**Run 1: routing congestion map**

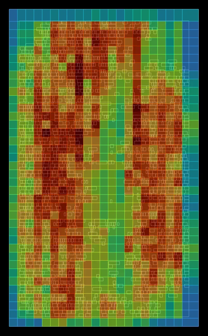
**Run 1: where the registers sit**

Other sequential cells in the stronger gray, the rest of the logic in the fainter gray.
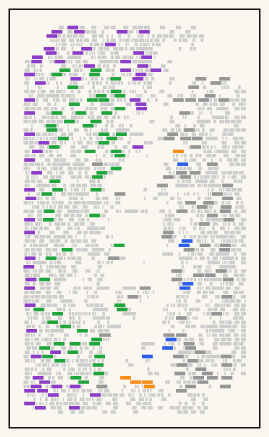
**Run 1: ports around the boundary**

Pins as bars across the die edge, other pins in gray.
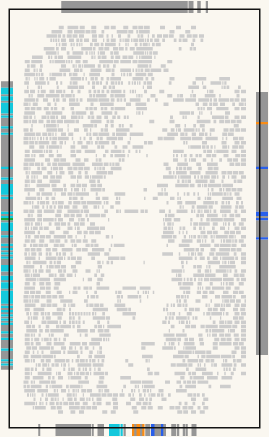
==> config.mk <==
export PLATFORM = sky130hd
export DESIGN_NAME = ysyx_22040237_lsu
export DESIGN_NICKNAME = d
export VERILOG_FILES = /design/src/rtl/ysyx_22040237_lsu.sv
export SDC_FILE = /design/constraint.sdc
export NUM_CORES = 1
export LEC_CHECK = 0
export CAP_MARGIN = 10
export CELL_PAD_IN_SITES_DETAIL_PLACEMENT = 0
export CELL_PAD_IN_SITES_GLOBAL_PLACEMENT = 1
export CORE_ASPECT_RATIO = 1.75
export CORE_MARGIN = 8
export CORE_UTILIZATION = 36
export CTS_CLUSTER_SIZE = 12
export DETAILED_ROUTE_END_ITERATION = 12
export PLACE_DENSITY = 0.95
export RECOVER_POWER = 100
export SLEW_MARGIN = 15
export SYNTH_ARGS = -nofsm -noshare
export SYNTH_HDL_FRONTEND = slang
export SYNTH_SLANG_ARGS = --single-unit
==> constraint.sdc <==
create_clock -name clk -period 5.5 [get_ports clk]
set_input_delay 0.55 -clock clk [delete_from_list [all_inputs] [get_ports clk]]
set_output_delay 0.55 -clock clk [all_outputs]
set_load 0.02 [all_outputs]
==> src/rtl/ysyx_22040237_lsu.sv <==
// Load/store stage: one memory transaction per instruction over a valid/ready
// bus, returning an aligned and extended writeback result.
module ysyx_22040237_lsu #(
  parameter int XLEN   = 64,
  parameter int ADDR_W = 64
) (
  input  logic              clk,
  input  logic              rst,
  input  logic              in_valid_i,
  output logic              in_ready_o,
  input  logic              rd_wr_en_i,
  input  logic [4:0]        rd_idx_i,
  input  logic [XLEN-1:0]   alu_res_i,
  input  logic [XLEN-1:0]   store_data_i,
  input  logic              mem_rd_i,
  input  logic              mem_wr_i,
  input  logic [1:0]        mem_size_i,
  input  logic              mem_unsigned_i,
  output logic              req_valid_o,
  input  logic              req_ready_i,
  output logic              req_we_o,
  output logic [ADDR_W-1:0] req_addr_o,
  output logic [XLEN-1:0]   req_wdata_o,
  output logic [7:0]        req_wstrb_o,
  input  logic              rsp_valid_i,
  input  logic [XLEN-1:0]   rsp_rdata_i,
  output logic              out_valid_o,
  input  logic              out_ready_i,
  output logic              wb_en_o,
  output logic [4:0]        wb_idx_o,
  output logic [XLEN-1:0]   wb_data_o,
  output logic              misalign_o
);

  typedef enum logic [1:0] {IDLE, REQ, RESP, DONE} state_t;

  state_t              state_reg;
  logic                req_we_reg;
  logic [ADDR_W-1:0]   req_addr_reg;
  logic [XLEN-1:0]     req_wdata_reg;
  logic [7:0]          req_wstrb_reg;
  logic                wb_en_reg;
  logic [4:0]          wb_idx_reg;
  logic [XLEN-1:0]     wb_data_reg;
  logic                misalign_reg;
  logic [2:0]          off_reg;
  logic [1:0]          size_reg;
  logic                uns_reg;
  logic                load_reg;

  logic [2:0]          in_off;
  logic                in_mem;
  logic                in_mis;
  logic [7:0]          in_strb;
  logic [XLEN-1:0]     lane;
  logic [XLEN-1:0]     load_val;

  assign in_off = alu_res_i[2:0];
  assign in_mem = mem_rd_i | mem_wr_i;

  always_comb begin
    in_mis  = 1'b0;
    in_strb = 8'h01;
    case (mem_size_i)
      2'd0: begin in_mis = 1'b0;               in_strb = 8'h01; end
      2'd1: begin in_mis = in_off[0];          in_strb = 8'h03; end
      2'd2: begin in_mis = in_off[1:0] != 2'd0; in_strb = 8'h0F; end
      default: begin in_mis = in_off != 3'd0;  in_strb = 8'hFF; end
    endcase
    in_mis = in_mis & in_mem;
  end

  // Read data is 8-byte aligned; move the addressed byte lane down to bit 0.
  assign lane = rsp_rdata_i >> {off_reg, 3'b000};

  always_comb begin
    load_val = lane;
    case (size_reg)
      2'd0: load_val = {{(XLEN-8){~uns_reg & lane[7]}}, lane[7:0]};
      2'd1: load_val = {{(XLEN-16){~uns_reg & lane[15]}}, lane[15:0]};
      2'd2: load_val = {{(XLEN-32){~uns_reg & lane[31]}}, lane[31:0]};
      default: load_val = lane;
    endcase
  end

  always_ff @(posedge clk) begin
    if (!rst) begin
      state_reg     <= IDLE;
      req_we_reg    <= 1'b0;
      req_addr_reg  <= '0;
      req_wdata_reg <= '0;
      req_wstrb_reg <= '0;
      wb_en_reg     <= 1'b0;
      wb_idx_reg    <= '0;
      wb_data_reg   <= '0;
      misalign_reg  <= 1'b0;
      off_reg       <= '0;
      size_reg      <= '0;
      uns_reg       <= 1'b0;
      load_reg      <= 1'b0;
    end else begin
      case (state_reg)
        IDLE: begin
          if (in_valid_i) begin
            wb_idx_reg    <= rd_idx_i;
            wb_en_reg     <= rd_wr_en_i & (rd_idx_i != 5'd0) & ~mem_wr_i & ~in_mis;
            wb_data_reg   <= in_mem ? '0 : alu_res_i;
            misalign_reg  <= in_mis;
            off_reg       <= in_off;
            size_reg      <= mem_size_i;
            uns_reg       <= mem_unsigned_i;
            load_reg      <= mem_rd_i;
            req_we_reg    <= mem_wr_i;
            req_addr_reg  <= {alu_res_i[ADDR_W-1:3], 3'b000};
            req_wdata_reg <= mem_wr_i ? (store_data_i << {in_off, 3'b000}) : '0;
            req_wstrb_reg <= mem_wr_i ? (in_strb << in_off) : 8'h00;
            state_reg     <= (in_mem & ~in_mis) ? REQ : DONE;
          end
        end
        REQ: begin
          if (req_ready_i) state_reg <= RESP;
        end
        RESP: begin
          if (rsp_valid_i) begin
            if (load_reg) wb_data_reg <= load_val;
            state_reg <= DONE;
          end
        end
        DONE: begin
          if (out_ready_i) state_reg <= IDLE;
        end
        default: state_reg <= IDLE;
      endcase
    end
  end

  // Everything is forced quiet while reset is held, even before the first edge.
  assign in_ready_o  = rst & (state_reg == IDLE);
  assign req_valid_o = rst & (state_reg == REQ);
  assign out_valid_o = rst & (state_reg == DONE);
  assign req_we_o    = rst & req_we_reg;
  assign req_addr_o  = rst ? req_addr_reg  : '0;
  assign req_wdata_o = rst ? req_wdata_reg : '0;
  assign req_wstrb_o = rst ? req_wstrb_reg : 8'h00;
  assign wb_en_o     = rst & wb_en_reg;
  assign wb_idx_o    = rst ? wb_idx_reg    : 5'd0;
  assign wb_data_o   = rst ? wb_data_reg   : '0;
  assign misalign_o  = rst & misalign_reg;

endmodule

==> reports/summary.json, run 1 <==
{
  "worst_setup_path": {
    "timing.critical_path.from_type": "register",
    "maximum_net_fanout_on_the_critical_path": 24,
    "crit_chain": "nor4bb_1 -> nand2_1 -> a311oi_1 -> nor3_2 -> clkbuf_1 -> o31ai_1",
    "slowest_delay_ns": 1.17,
    "critPathTopFamily": "simple AND/OR/NAND/NOR gates",
    "worstPathArrival_ns": 4.70,
    "timing.critical_path.buf_inv": 1,
    "critical_path_required_ns": 5.93,
    "cp-end-kind": "register",
    "setup_cp_type": "register to register",
    "cp_slowest_cell": "sky130_fd_sc_hd__nor4bb_1"
  },
  "grt": {
    "global_route.usage.total_pct": 26.8,
    "global_route_wire_length_before_repair_um": 85200,
    "pin_count_of_the_biggest_net_entering_global_routing": 126,
    "globalRoute.totalOverflow": 0,
    "grt_antenna_before_repair": 4,
    "first_global_vias": 13400
  },
  "detailed_routing": {
    "drt_first_pass_iters": 5,
    "route.antenna.remaining_nets": 0,
    "routed-via-count": 13200,
    "post_drt_via_cell_ratio": 5.56,
    "routed_wire_length_per_instance_um": 24.7,
    "drc": 0,
    "drtIter0Drc": 769,
    "postRouteWirelength_um": 58800
  },
  "timing": {
    "post-route-worst-setup-slack_ns": 1.23,
    "hold_viol": 0,
    "grt_setup_unrepaired": "false",
    "slew_violations": 167,
    "timing_worst_slew_pin_value_ns": 2.66,
    "relative_slew_margins_pct": -77.5,
    "finalCriticalPeriod_ns": 4.27,
    "final.setup.tns_ns": 0,
    "final.period_utilization_pct": 77.7,
    "max_freq_mhz": 234,
    "finClkSkew_ns": 0.0141,
    "setup-violations-final": 0
  },
  "synth": {
    "synth.cell_area_um2": 12800,
    "synth-edff-count": 0,
    "postSynthCellCount": 1582,
    "synth-cells-yosys": 1582,
    "synth_dominant_cell_count": "sky130_fd_sc_hd__nand2_1",
    "synth.avg_cell_area_um2": 8.09,
    "synth-async-reset-ratio_pct": 0,
    "synthDominantAreaCellType": "sky130_fd_sc_hd__dfxtp_1",
    "post_synth_main_area_contributors": "sky130_fd_sc_hd__dfxtp_1, sky130_fd_sc_hd__and2_1, sky130_fd_sc_hd__mux2i_1, sky130_fd_sc_hd__nand2_1, sky130_fd_sc_hd__a21oi_1",
    "synth_seq_share_pct": 33.5,
    "synth.top_cells.by_count": "sky130_fd_sc_hd__nand2_1, sky130_fd_sc_hd__dfxtp_1, sky130_fd_sc_hd__and2_1",
    "synth.top_cell.area_share_pct": 33.5,
    "postSynthRegisterBits": 214,
    "ys_chip_area_um2": 12800,
    "synth.yosys.warnings": 0,
    "netlist-cell-type-count": 59,
    "flop_cell": "sky130_fd_sc_hd__dfxtp_1"
  },
  "floorplan": {
    "dieArea_um2": 42100,
    "fp_util_pct": 36.4,
    "pin_count": 420,
    "rows": 91,
    "core_region_area_um2": 35200
  },
  "power_and_ir_drop": {
    "power.share.clock_pct": 27.9,
    "cellLeakagePower_nw": 7.14,
    "combPwrFrac_pct": 38.6,
    "ir_drop_worst_case_vdd_mv": 0.282,
    "power.total_mw": 5.85,
    "power_density_nw_per_um2": 327,
    "internal-power_mw": 3.63,
    "switching_share_pct": 38.0,
    "power.sequential.fraction_pct": 33.4,
    "total_switching_power_mw": 2.23
  },
  "cts": {
    "cts.sink_count": 214,
    "cts_buffer_depth": 3,
    "clkTransAtPathRegs_ns": 0.07,
    "worst_skew_pair.late_latency_ns": 0.53,
    "ctsHtreeMaxLevel": 1,
    "ctsHoldBuffers": 0,
    "tritoncts": "yes",
    "cts-root-buf": "sky130_fd_sc_hd__clkbuf_16",
    "cts_made_buffers": 24,
    "postCtsSetupRepairBufs": 0,
    "ctsResizeCount": 0
  },
  "flow_run": {
    "tool_warnings": 32,
    "timing.max_cap.violations": 4
  },
  "status": {
    "failing_checks": "capacitance limit, slew limit",
    "outcome": "complete, but fails checks"
  },
  "final_layout": {
    "most_common_logic_cell_in_the_routed_design": "sky130_fd_sc_hd__nand2_1",
    "nets": 2111,
    "final-instance-count-excl-fill": 2377,
    "n_fill_cell": 3291,
    "area_delta_synth_final_pct": 39.8,
    "final_cell_mix": "sky130_fd_sc_hd__nand2_1, sky130_fd_sc_hd__dfxtp_1, sky130_fd_sc_hd__clkdlybuf4s50_1",
    "post_route_cells_drive_above_1_share_pct": 6.80
  },
  "placement": {
    "placed_cells": 2337,
    "place_ws_ns": 2.07,
    "detailedPlacementHpwl_um": 44700,
    "gpl.final_weighted_congestion": 0.924
  },
  "min_path": {
    "kind_of_path_behind_the_tightest_hold_check": "register to register"
  }
}
About 'routing congestion map':
core utilization of the finished layout: 50.9%
highest-utilization routing layer at the global route stage: met2
global routing met1 resource utilization: 26.4%

About 'where the registers sit':
- purple: `req_addr_reg` (sequential cells 61)
- orange: `wb_idx_reg` (sequential cells 5; where south)
- green: `wb_data_reg` (sequential cells 64)
- blue: `req_wstrb_reg` (sequential cells 8)
- not colored: 76
area taken by flip-flops and latches: 4290 um2
sequential share of cell area: 24.0%

About 'ports around the boundary':
- blue: `req_wstrb_o` (pins 8; direction output; edge 5 east, 3 south)
- green: `rsp_valid_i` (pins 1; direction input; edge west)
- cyan: `rsp_rdata_i` (pins 64; direction input; edge 56 west, 8 south)
- orange: `rd_idx_i` (pins 5; direction input; edge 4 south, 1 east)
Die H: 265 um
count of input and output buffers: 416
die boundary width: 159 um

==> run 1: worst reg2reg max path: stages, from the launching register on <==
cell and delay, ns:
sky130_fd_sc_hd__dfxtp_1 1.07, sky130_fd_sc_hd__nor4bb_1 1.20, sky130_fd_sc_hd__nand2_1 0.23, sky130_fd_sc_hd__a311oi_1 0.74, sky130_fd_sc_hd__nor3_2 0.10, sky130_fd_sc_hd__clkbuf_1 0.46
sky130_fd_sc_hd__o31ai_1 0.38
==> run 1: cell type report <==
cell class                 count  area, um2  area share, %
multi-input combinational   1203       7870           44.0
clock buffer                  33        686           3.83
clock inverter                 6       87.6          0.489
sequential                   214       4290           24.0
tap                          465        582           3.25
timing repair buffer         441       4330           24.2
inverter                      14       55.1          0.308
antenna                        1       2.50         0.0140
==> run 1: worst paths after layout <==
| check | to | slack [ns] | startpoint | depth (start not counted) |
|---|---|---|---|---|
| setup / recovery | wb_data_reg[35] | 1.23 | off_reg[2] | 6 |
| hold / removal | req_addr_reg[43] | 0.45 | req_addr_reg[43] | 2 |
| setup reg to reg | wb_data_reg[35] | 1.23 | off_reg[2] | 6 |
| hold reg to reg | req_addr_reg[43] | 0.45 | req_addr_reg[43] | 2 |
==> run 1: power groups by stage <==
stage	Combinational [mW]	Clock [mW]	Sequential, mW
2_1_floorplan	1.45	0	1.91
3_3_place_gp	2.28	0	1.98
3_5_place_dp	2.31	0	1.99
4_1_cts	2.32	1.67	1.96
5_1_grt	2.42	1.72	1.98
6_report	2.26	1.64	1.96
==> run 1: metrics by stage <==
| stage | util (%) | instance area (um2) | hold slack, ns |
|---|---|---|---|
| global placement | 48.8 | 17200 | 0.437 |
| floorplan | - | 12800 | 0.427 |
| finish | 50.9 | 17900 | 0.449 |
| detailed placement | 48.8 | 17200 | 0.442 |
| CTS | 51.0 | 17900 | 0.451 |
| global route | 50.9 | 17900 | 0.466 |
==> run 1: layer usage <==
| metal | up-vias | track usage (%) | share of wire, % |
|---|---|---|---|
| met4 | 6 | 17.4 | 7.0 |
| met5 | - | 0 | 0.066 |
| li1 | 6167 | - | - |
| met3 | 144 | 5.79 | 7.7 |
| met2 | 644 | 49.2 | 52 |
| met1 | 6264 | 26.4 | 33 |
==> run 1: cell families after synthesis <==
family / count (synthesis) / share of synthesized area, %
other: 1 / 0.0293
adder cells (fa/ha/maj): 4 / 0.391
AND-OR/OR-AND: 395 / 20.4
buffers and inverters: 167 / 5.20
multiplexers: 165 / 15.8
AND/OR/NAND/NOR: 636 / 24.8
flip-flops: 214 / 33.5
==> run 2, diff against run 1 <==
--- a/config.mk
+++ b/config.mk
@@ -10,10 +10,10 @@
 export CELL_PAD_IN_SITES_GLOBAL_PLACEMENT = 1
 export CORE_ASPECT_RATIO = 1.75
 export CORE_MARGIN = 8
-export CORE_UTILIZATION = 36
+export CORE_UTILIZATION = 30
 export CTS_CLUSTER_SIZE = 12
 export DETAILED_ROUTE_END_ITERATION = 12
-export PLACE_DENSITY = 0.95
+export PLACE_DENSITY = 0.89
 export RECOVER_POWER = 100
 export SLEW_MARGIN = 15
 export SYNTH_ARGS = -nofsm -noshare
==> constraint.sdc (replaced) <==
create_clock -name clk -period 3.7 [get_ports clk]
set_input_delay 0.37 -clock clk [delete_from_list [all_inputs] [get_ports clk]]
set_output_delay 0.37 -clock clk [all_outputs]
set_load 0.02 [all_outputs]
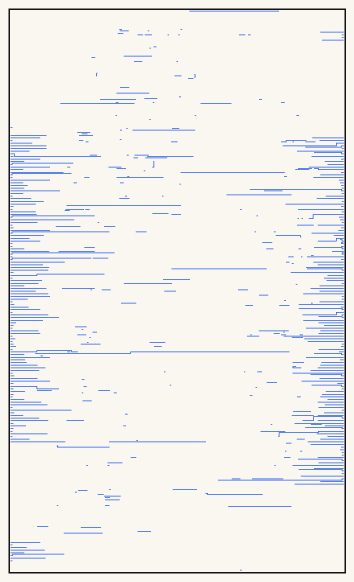
**Above:** run 2 (met3 routing).
- nets with wire on the layer: 363
- share of all routed wire: 7.4%
number of vias in the routed layout: 13300
GR Layer Usage met3: 5.57%

==> run 2 against run 1 <==
- the run now ends clean
- hold slack worse by 0.080 ns
- count of clock-buffer cells in the layout is 1 lower
- die area is 18% higher
- clock skew is 0.0066 ns higher
- synthesized cell count stayed put
- global-route usage is 2.7 points lower
- sequential cell count stayed put
- critical path type is now primary input to primary output
- largest power group unchanged
- highest routed layer unchanged
==> reports/summary.json, run 2 <==
{
  "cts": {
    "ctsHoldBuffers": {"value": 0, "change": "unchanged"},
    "cts.sink_count": {"value": 214, "change": "unchanged"},
    "cts_made_buffers": {"value": 25, "change": "+4.2%"},
    "ctsResizeCount": {"value": 0, "change": "unchanged"},
    "worst_skew_pair.late_latency": {"value": 0.56, "unit": "ns", "change": "+0.03 ns"},
    "postCtsSetupRepairBufs": {"value": 0, "change": "unchanged"},
    "cts-root-buf": "sky130_fd_sc_hd__clkbuf_16",
    "ctsHtreeMaxLevel": {"value": 1, "change": "unchanged"},
    "tritoncts": "yes",
    "cts_buffer_depth": {"value": 3, "change": "unchanged"},
    "clkTransAtPathRegs": {"value": 0.06, "unit": "ns", "change": "about the same"}
  },
  "final_layout": {
    "nets": {"value": 2129, "change": "+0.85%"},
    "final_core_utilization": {"value": 43.1, "unit": "%", "change": "-7.8 points"},
    "post_route_cells_drive_above_1_share": {"value": 7.87, "unit": "%", "change": "+1.1 points"},
    "finish.instance_area": {"value": 18200, "unit": "um2", "change": "+1.8%"},
    "most_common_logic_cell_in_the_routed_design": "sky130_fd_sc_hd__clkdlybuf4s50_1",
    "final-instance-count-excl-fill": {"value": 2495, "change": "+5.0%"}
  },
  "timing": {
    "finalCriticalPeriod_ns": 3.20,
    "fin_hold_ws": {"value": 0.369, "unit": "ns", "change": "-0.0803 ns"},
    "max_freq_mhz": 312,
    "timing_worst_slew_pin_value": {"value": 1.39, "unit": "ns", "change": "-1.27 ns"},
    "finClkSkew": {"value": 0.0207, "unit": "ns", "change": "+0.00661 ns"},
    "hold_viol": {"value": 0, "change": "unchanged"},
    "slew_violations": {"value": 0, "change": "-100%"},
    "setup-violations-final": {"value": 0, "change": "unchanged"},
    "post-route-worst-setup-slack": {"value": 0.499, "unit": "ns", "change": "-0.730 ns"},
    "grt_setup_unrepaired": "false",
    "final.setup.tns": {"value": 0, "unit": "ns", "change": "unchanged"}
  },
  "worst_setup_path": {
    "crit-reg2reg-launch": "off_reg[1]",
    "reg2regPathDepth": {"value": 7, "change": "+1"},
    "worstPathArrival": {"value": 2.83, "unit": "ns", "change": "-1.87 ns"},
    "timing.critical_path.from_type": "primary input",
    "reg2reg_to": "wb_data_reg[14]",
    "r2r_slack": {"value": 0.51, "unit": "ns", "change": "-0.72 ns"},
    "maximum_net_fanout_on_the_critical_path": {"value": 58, "change": "+140%"},
    "setup_cp_type": "primary input to primary output",
    "critical_path_required": {"value": 3.33, "unit": "ns", "change": "-2.60 ns"},
    "cp-end-kind": "primary output"
  },
  "floorplan": {
    "die_w": {"value": 172, "unit": "um", "change": "+8.6%"},
    "fp_util": {"value": 30.3, "unit": "%", "change": "-6.1 points"},
    "dieArea": {"value": 49800, "unit": "um2", "change": "+18%"},
    "pin_count": {"value": 420, "change": "unchanged"},
    "fp.dieH": {"value": 289, "unit": "um", "change": "+9.0%"},
    "rows": {"value": 100, "change": "+9.9%"},
    "core_region_area": {"value": 42300, "unit": "um2", "change": "+20%"}
  },
  "grt": {
    "grt_antenna_before_repair": {"value": 6, "change": "+2"},
    "first_global_vias": {"value": 13600, "change": "+1.1%"},
    "pin_count_of_the_biggest_net_entering_global_routing": {"value": 155, "change": "+23%"},
    "global_route_wire_length_before_repair": {"value": 89300, "unit": "um", "change": "+4.8%"},
    "globalRoute.totalOverflow": {"value": 0, "change": "unchanged"}
  },
  "synth": {
    "synth.top_cell.area_share": {"value": 33.5, "unit": "%", "change": "unchanged"},
    "ys_chip_area": {"value": 12800, "unit": "um2", "change": "unchanged"},
    "postSynthRegisterBits": {"value": 214, "change": "unchanged"},
    "synthDominantAreaCellType": "sky130_fd_sc_hd__dfxtp_1",
    "flop_cell": "sky130_fd_sc_hd__dfxtp_1",
    "post_synth_main_area_contributors": "sky130_fd_sc_hd__dfxtp_1, sky130_fd_sc_hd__and2_1, sky130_fd_sc_hd__mux2i_1, sky130_fd_sc_hd__nand2_1, sky130_fd_sc_hd__a21oi_1",
    "synth-async-reset-ratio": {"value": 0, "unit": "%", "change": "unchanged"},
    "synth_dominant_cell_count": "sky130_fd_sc_hd__nand2_1",
    "synth-edff-count": {"value": 0, "change": "unchanged"},
    "postSynthCellCount": {"value": 1582, "change": "unchanged"},
    "synth-cells-yosys": {"value": 1582, "change": "unchanged"},
    "netlist-cell-type-count": {"value": 59, "change": "unchanged"},
    "synth_seq_share": {"value": 33.5, "unit": "%", "change": "unchanged"},
    "synth.top_cells.by_count": "sky130_fd_sc_hd__nand2_1, sky130_fd_sc_hd__dfxtp_1, sky130_fd_sc_hd__and2_1",
    "synth.yosys.warnings": {"value": 0, "change": "unchanged"},
    "synth.avg_cell_area": {"value": 8.09, "unit": "um2", "change": "unchanged"},
    "synth.cell_area": {"value": 12800, "unit": "um2", "change": "unchanged"}
  },
  "placement": {
    "place_ws": {"value": 0.773, "unit": "ns", "change": "-1.30 ns"},
    "gpl.final_weighted_congestion": {"value": 0.910, "change": "-1.5%"},
    "detailedPlacementHpwl": {"value": 47800, "unit": "um", "change": "+7.0%"},
    "place_area": {"value": 17400, "unit": "um2", "change": "+1.5%"},
    "port-buffer-count": {"value": 416, "change": "unchanged"},
    "placed_cells": {"value": 2450, "change": "+4.8%"}
  },
  "flow_run": {
    "tool_warnings": {"value": 31, "change": "-3.1%"},
    "timing.max_cap.violations": {"value": 0, "change": "-4"}
  },
  "min_path": {
    "whs_endpoint": "req_wdata_reg[15]",
    "min_delay_path_depth": {"value": 3, "change": "+1"},
    "kind_of_path_behind_the_tightest_hold_check": "primary input to register",
    "timing.hold.worst.start": "alu_res_i[0]"
  },
  "detailed_routing": {
    "post_drt_via_cell_ratio": {"value": 5.32, "change": "-4.4%"},
    "drtIter0Drc": {"value": 901, "change": "+17%"},
    "route.antenna.remaining_nets": {"value": 0, "change": "unchanged"},
    "drt_first_pass_iters": {"value": 5, "change": "unchanged"},
    "drc": {"value": 0, "change": "unchanged"}
  },
  "power_and_ir_drop": {
    "power_density": {"value": 492, "unit": "nW/um2", "change": "+50%"},
    "ir_drop_worst_case_vdd": {"value": 0.359, "unit": "mV", "change": "+27%"}
  },
  "status": {
    "outcome": "completed"
  }
}
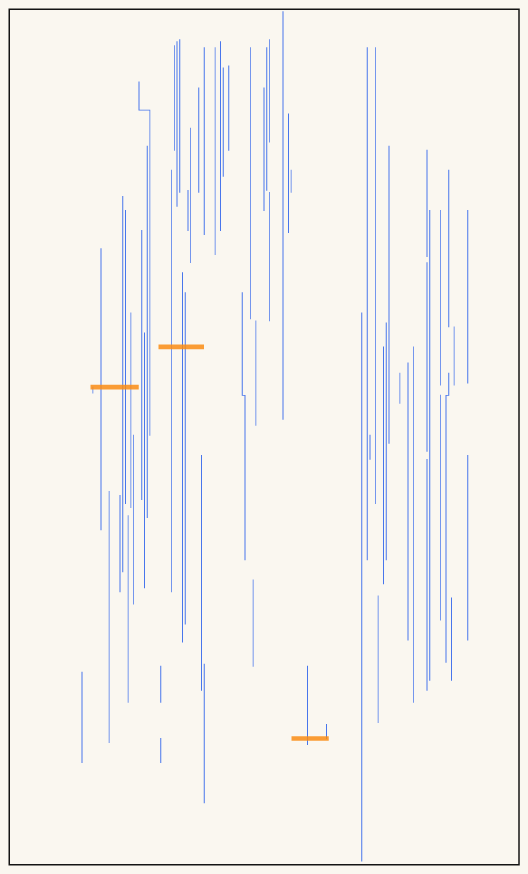
**Above:** run 2 (signal wires by layer).
Only two layers are drawn.
- orange: metal 5 (wire length 39.6 um)
- blue: metal 4 (wire length 4590 um)
GRT Total Usage: 24.1%
detailed-route wire length per cell: 25.0 um
total length of routed wires: 62300 um

[run 2: cell counts after synthesis]
Identical to the previous run, type by type.
[run 2: how the worst max path moves through the flow]
| stage | endpoint | cells past startpoint |
|---|---|---|
| CTS | wb_data_reg[61] | 5 |
| floorplan | wb_data_reg[7] | 9 |
| finish | req_addr_o[41] | 4 |
| global placement | wb_data_reg[51] | 5 |
| global route | req_addr_o[42] | 4 |
| detailed placement | wb_data_reg[51] | 5 |
[run 2: final cells by class]
class	count	area (um2)	share of cell area (%)
Tap cell	561	702	3.86
Multi-Input combinational cell	1203	7830	43.0
Antenna cell	2	5.00	0.0275
Inverter	14	55.1	0.302
Clock inverter	11	153	0.838
Sequential cell	214	4290	23.5
Clock buffer	32	692	3.80
Timing Repair Buffer	458	4480	24.6
[run 2: power breakdown]
part | internal (mW) | switching (mW) | total, mW
sequential | 2.68 | 0.221 | 2.90
clock | 1.53 | 1.09 | 2.62
combinational | 1.33 | 2.11 | 3.43
[run 2: critical path, cell delays in order]
cell,delay [ns]
sky130_fd_sc_hd__clkbuf_2,0.91
sky130_fd_sc_hd__clkbuf_2,0.64
sky130_fd_sc_hd__and2_1,0.20
sky130_fd_sc_hd__dlygate4sd3_1,0.70
[run 2: cell families (layout without fill, tap and decap cells)]
| logic type | after synthesis | in the layout | share of synthesized area, % |
|---|---|---|---|
| muxes | 165 | 165 | 15.8 |
| DFF | 214 | 214 | 33.5 |
| AOI/OAI and AO/OA | 395 | 395 | 20.4 |
| and+or+nand+nor | 636 | 636 | 24.8 |
| adders and majority gates | 4 | 4 | 0.391 |
| other | 1 | 5 | 0.0293 |
| buffers and inverters | 167 | 515 | 5.20 |
[run 2: routing by layer]
layer	vias up	part of all wire [%]	track usage, %
li1	6207	-	-
met1	6369	33	23.1
met2	538	52	44.3
met3	149	7.5	5.57
met4	6	7.4	17.0
met5	-	0.063	0
==> run 3, diff against run 2 <==
--- a/config.mk
+++ b/config.mk
@@ -15,6 +15,7 @@
 export DETAILED_ROUTE_END_ITERATION = 12
 export PLACE_DENSITY = 0.89
 export RECOVER_POWER = 100
+export REMOVE_ABC_BUFFERS = 1
 export SLEW_MARGIN = 15
 export SYNTH_ARGS = -nofsm -noshare
 export SYNTH_HDL_FRONTEND = slang
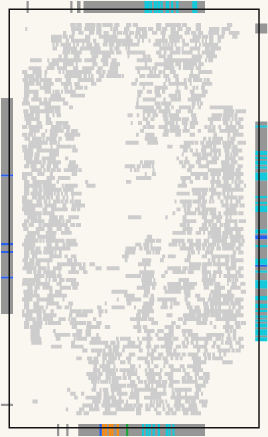
**Above:** run 3 (ports around the boundary).
Pins as bars across the die edge, other pins in gray.
- cyan: `rsp_rdata_i` (pins 64; direction input; edge 41 east, 15 north, 8 south)
- green: `rsp_valid_i` (pins 1; direction input; edge south)
- blue: `req_wstrb_o` (pins 8; direction output; edge 4 west, 3 east, 1 south)
- orange: `rd_idx_i` (pins 5; direction input; edge south)
die boundary width: 172 um
Die H: 289 um

==> run 3 against run 2 <==
- the run now ends with capacitance limit, slew limit left
- first-iteration DRC count decreased by 18%
- global-route usage decreased by 2.8 points
- non-clock buffer count decreased by 11
- sequential power about the same
- core utilization decreased by 0.38 points
- critical path depth unchanged
- synthesized cell count unchanged
- clock power decreased by 11%
- via count decreased by 2.0%
- critical endpoint is now wb_data_o[55]
- largest cell class unchanged
- highest routed layer is now met4
==> reports/summary.json, run 3 <==
{
  "status": {
    "outcome": "complete, but fails checks",
    "failing_checks": "capacitance limit, slew limit"
  },
  "detailed_routing": {
    "post_drt_via_cell_ratio": {"value": 5.24, "change": "-1.4%"},
    "routed_wire_length_per_instance": {"value": 22.4, "unit": "um", "change": "-10%"},
    "drc": {"value": 0, "change": "unchanged"},
    "postRouteWirelength": {"value": 55500, "unit": "um", "change": "-11%"},
    "drtIter0Drc": {"value": 739, "change": "-18%"},
    "route.antenna.remaining_nets": {"value": 0, "change": "unchanged"},
    "drt_first_pass_iters": {"value": 5, "change": "unchanged"}
  },
  "synth": {
    "postSynthCellCount": {"value": 1582, "change": "unchanged"},
    "synth.avg_cell_area": {"value": 8.09, "unit": "um2", "change": "unchanged"},
    "mux_share": {"value": 15.8, "unit": "%", "change": "unchanged"},
    "synth-cells-yosys": {"value": 1582, "change": "unchanged"},
    "post_synth_ao_oa_area_fraction": {"value": 20.4, "unit": "%", "change": "unchanged"},
    "post_synth_main_area_contributors": "sky130_fd_sc_hd__dfxtp_1, sky130_fd_sc_hd__and2_1, sky130_fd_sc_hd__mux2i_1, sky130_fd_sc_hd__nand2_1, sky130_fd_sc_hd__a21oi_1",
    "ys_chip_area": {"value": 12800, "unit": "um2", "change": "unchanged"},
    "synth.top_cells.by_count": "sky130_fd_sc_hd__nand2_1, sky130_fd_sc_hd__dfxtp_1, sky130_fd_sc_hd__and2_1",
    "ys_sh_xor": {"value": 0, "unit": "%", "change": "unchanged"},
    "synth-edff-count": {"value": 0, "change": "unchanged"},
    "synth.top_cell.area_share": {"value": 33.5, "unit": "%", "change": "unchanged"},
    "adder_share": {"value": 0.391, "unit": "%", "change": "unchanged"},
    "synthSimpleGateAreaFrac": {"value": 24.8, "unit": "%", "change": "unchanged"},
    "postSynthRegisterBits": {"value": 214, "change": "unchanged"},
    "netlist-cell-type-count": {"value": 59, "change": "unchanged"},
    "synth_seq_share": {"value": 33.5, "unit": "%", "change": "unchanged"},
    "synthTopLogicFamily": "simple AND/OR/NAND/NOR gates",
    "flop_cell": "sky130_fd_sc_hd__dfxtp_1",
    "synth.yosys.warnings": {"value": 0, "change": "unchanged"},
    "synth.cell_area": {"value": 12800, "unit": "um2", "change": "unchanged"}
  },
  "grt": {
    "pin_count_of_the_biggest_net_entering_global_routing": {"value": 93, "change": "-40%"},
    "globalRoute.totalOverflow": {"value": 0, "change": "unchanged"},
    "first_global_vias": {"value": 13200, "change": "-3.0%"},
    "global_route.usage.total": {"value": 21.3, "unit": "%", "change": "-2.8 points"}
  },
  "timing": {
    "finalCriticalPeriod": {"value": 3.12, "unit": "ns", "change": "-0.0793 ns"},
    "setup-violations-final": {"value": 0, "change": "unchanged"},
    "grt_setup_unrepaired": "false",
    "post-route-worst-setup-slack": {"value": 0.578, "unit": "ns", "change": "+0.0793 ns"},
    "final.setup.tns": {"value": 0, "unit": "ns", "change": "unchanged"},
    "fin_hold_ws": {"value": 0.356, "unit": "ns", "change": "-0.0134 ns"},
    "slew_violations": {"value": 227, "change": "+227"},
    "hold_viol": {"value": 0, "change": "unchanged"},
    "timing_worst_slew_pin_value": {"value": 2.01, "unit": "ns", "change": "+0.618 ns"},
    "max_freq": {"value": 320, "unit": "MHz", "change": "+2.5%"}
  },
  "power_and_ir_drop": {
    "ir_drop_worst_case_vdd": {"value": 0.376, "unit": "mV", "change": "+4.6%"},
    "combPwrFrac": {"value": 39.3, "unit": "%", "change": "+1.0 points"},
    "power.sequential.fraction": {"value": 33.5, "unit": "%", "change": "+1.1 points"},
    "total_switching_power": {"value": 3.25, "unit": "mW", "change": "-5.0%"},
    "power_density": {"value": 476, "unit": "nW/um2", "change": "-3.4%"},
    "internal-power": {"value": 5.34, "unit": "mW", "change": "-3.7%"},
    "switching_share": {"value": 37.8, "unit": "%", "change": "-0.30 points"}
  },
  "worst_setup_path": {
    "cp_slowest_cell": "sky130_fd_sc_hd__clkbuf_2",
    "reg2regPathDepth": {"value": 6, "change": "-1"},
    "setup_cp_type": "primary input to primary output",
    "reg2reg_to": "wb_data_reg[41]",
    "r2r_slack": {"value": 0.66, "unit": "ns", "change": "+0.15 ns"},
    "worstPathArrival": {"value": 2.75, "unit": "ns", "change": "-0.08 ns"},
    "crit_chain": "clkbuf_2 -> clkbuf_1 -> and2_1 -> dlygate4sd3_1",
    "setup.worst_path.end": "wb_data_o[55]",
    "cp-end-kind": "primary output",
    "maximum_net_fanout_on_the_critical_path": {"value": 56, "change": "-3.4%"},
    "cp.depth": {"value": 4, "change": "unchanged"},
    "critPathTopFamily": "buffers and inverters",
    "slowest_delay": {"value": 0.86, "unit": "ns", "change": "-0.05 ns"}
  },
  "cts": {
    "cts_buffer_depth": {"value": 3, "change": "unchanged"},
    "postCtsSetupRepairBufs": {"value": 0, "change": "unchanged"},
    "tritoncts": "yes",
    "cts_made_buffers": {"value": 23, "change": "-8.0%"},
    "ctsResizeCount": {"value": 0, "change": "unchanged"},
    "cts.sink_count": {"value": 214, "change": "unchanged"},
    "ctsHtreeMaxLevel": {"value": 1, "change": "unchanged"},
    "clkTransAtPathRegs": {"value": 0.06, "unit": "ns", "change": "about the same"},
    "cts-root-buf": "sky130_fd_sc_hd__clkbuf_16"
  },
  "flow_run": {
    "timing.max_cap.violations": {"value": 3, "change": "+3"},
    "tool_warnings": {"value": 28, "change": "-9.7%"}
  },
  "final_layout": {
    "final-instance-count-excl-fill": {"value": 2480, "change": "-0.60%"},
    "nets": {"value": 2116, "change": "-0.61%"},
    "post_route_cells_drive_above_1_share": {"value": 7.31, "unit": "%", "change": "-0.56 points"}
  },
  "placement": {
    "port-buffer-count": {"value": 416, "change": "unchanged"},
    "placed_cells": {"value": 2439, "change": "-0.45%"},
    "gpl.final_weighted_congestion": {"value": 0.873, "change": "-4.1%"},
    "place_ws": {"value": 0.727, "unit": "ns", "change": "-0.0461 ns"}
  },
  "floorplan": {
    "fp_util": {"value": 30.3, "unit": "%", "change": "unchanged"},
    "core_region_area": {"value": 42300, "unit": "um2", "change": "unchanged"},
    "rows": {"value": 100, "change": "unchanged"}
  },
  "min_path": {
    "kind_of_path_behind_the_tightest_hold_check": "primary input to register"
  }
}
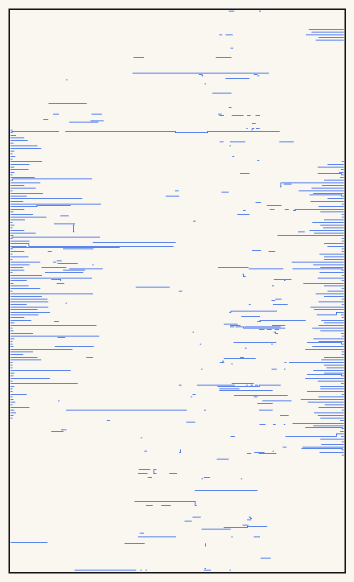
**Above:** run 3 (met3 routing).
- wire length on this layer: 3960 um
- nets with wire on the layer: 329
number of vias in the routed layout: 13000
GR Layer Usage met3: 4.39%

## run 3: tightest hold or removal path, cell delays in order
cell and delay, ns:
sky130_fd_sc_hd__buf_4 0.27, sky130_fd_sc_hd__nand2_1 0.12, sky130_fd_sc_hd__a21oi_1 0.06
## run 3: per-layer routing
metal / wire length (um) / global-route usage (%) / vias to the layer above
met3: 3960 / 4.39 / 109
met2: 28400 / 38.5 / 519
met1: 20000 / 22.3 / 6203
met5: 0 / 0 / -
li1: - / - / 6172
met4: 3100 / 12.1 / 0
## run 3: power groups by stage
| stage | logic [mW] | registers (mW) | clock network (mW) |
|---|---|---|---|
| after floorplan | 1.94 | 2.91 | 0 |
| after global placement | 3.42 | 2.91 | 0 |
| after detailed placement | 3.47 | 2.93 | 0 |
| after CTS | 3.49 | 2.88 | 2.39 |
| after global routing | 3.64 | 2.92 | 2.47 |
| final | 3.38 | 2.88 | 2.33 |
## run 3: how the worst min path moves through the flow
stage	endpoint	cells after the start	slack [ns]	start
after floorplan	req_wstrb_reg[4]	2	0.43	req_wstrb_reg[4]
final	off_reg[0]	3	0.36	alu_res_i[0]
after global routing	off_reg[0]	3	0.36	alu_res_i[0]
after detailed placement	req_addr_reg[44]	2	0.44	req_addr_reg[44]
after global placement	req_addr_reg[27]	2	0.44	req_addr_reg[27]
after CTS	req_wstrb_reg[6]	2	0.29	rst
## run 3: stage by stage
step / utilization, % / instance area, um2
finish: 42.7 / 18000
global route: 42.7 / 18000
CTS: 42.8 / 18100
detailed placement: 41.1 / 17400
global placement: 41.1 / 17400
floorplan: - / 12200
## run 3: area by class of cell
type | count | area (um2)
fillers | 4278 | 24200
multi-input cells | 1203 | 7850
repair buffers | 447 | 4420
flip-flops and latches | 214 | 4290
well taps | 561 | 702
clock buffers | 36 | 684
inverters | 14 | 57.6
clock inverters | 2 | 35.0
diodes | 3 | 7.51
## run 3: logic make-up (layout without fill, tap and decap cells)
family,count (synthesis),in the layout
muxes,165,165
AOI/OAI and AO/OA,395,395
DFF,214,214
other,1,6
buffers and inverters,167,499
adders and majority gates,4,4
and+or+nand+nor,636,636
Power figures rest on the tool's default switching activity, not on a simulated workload.
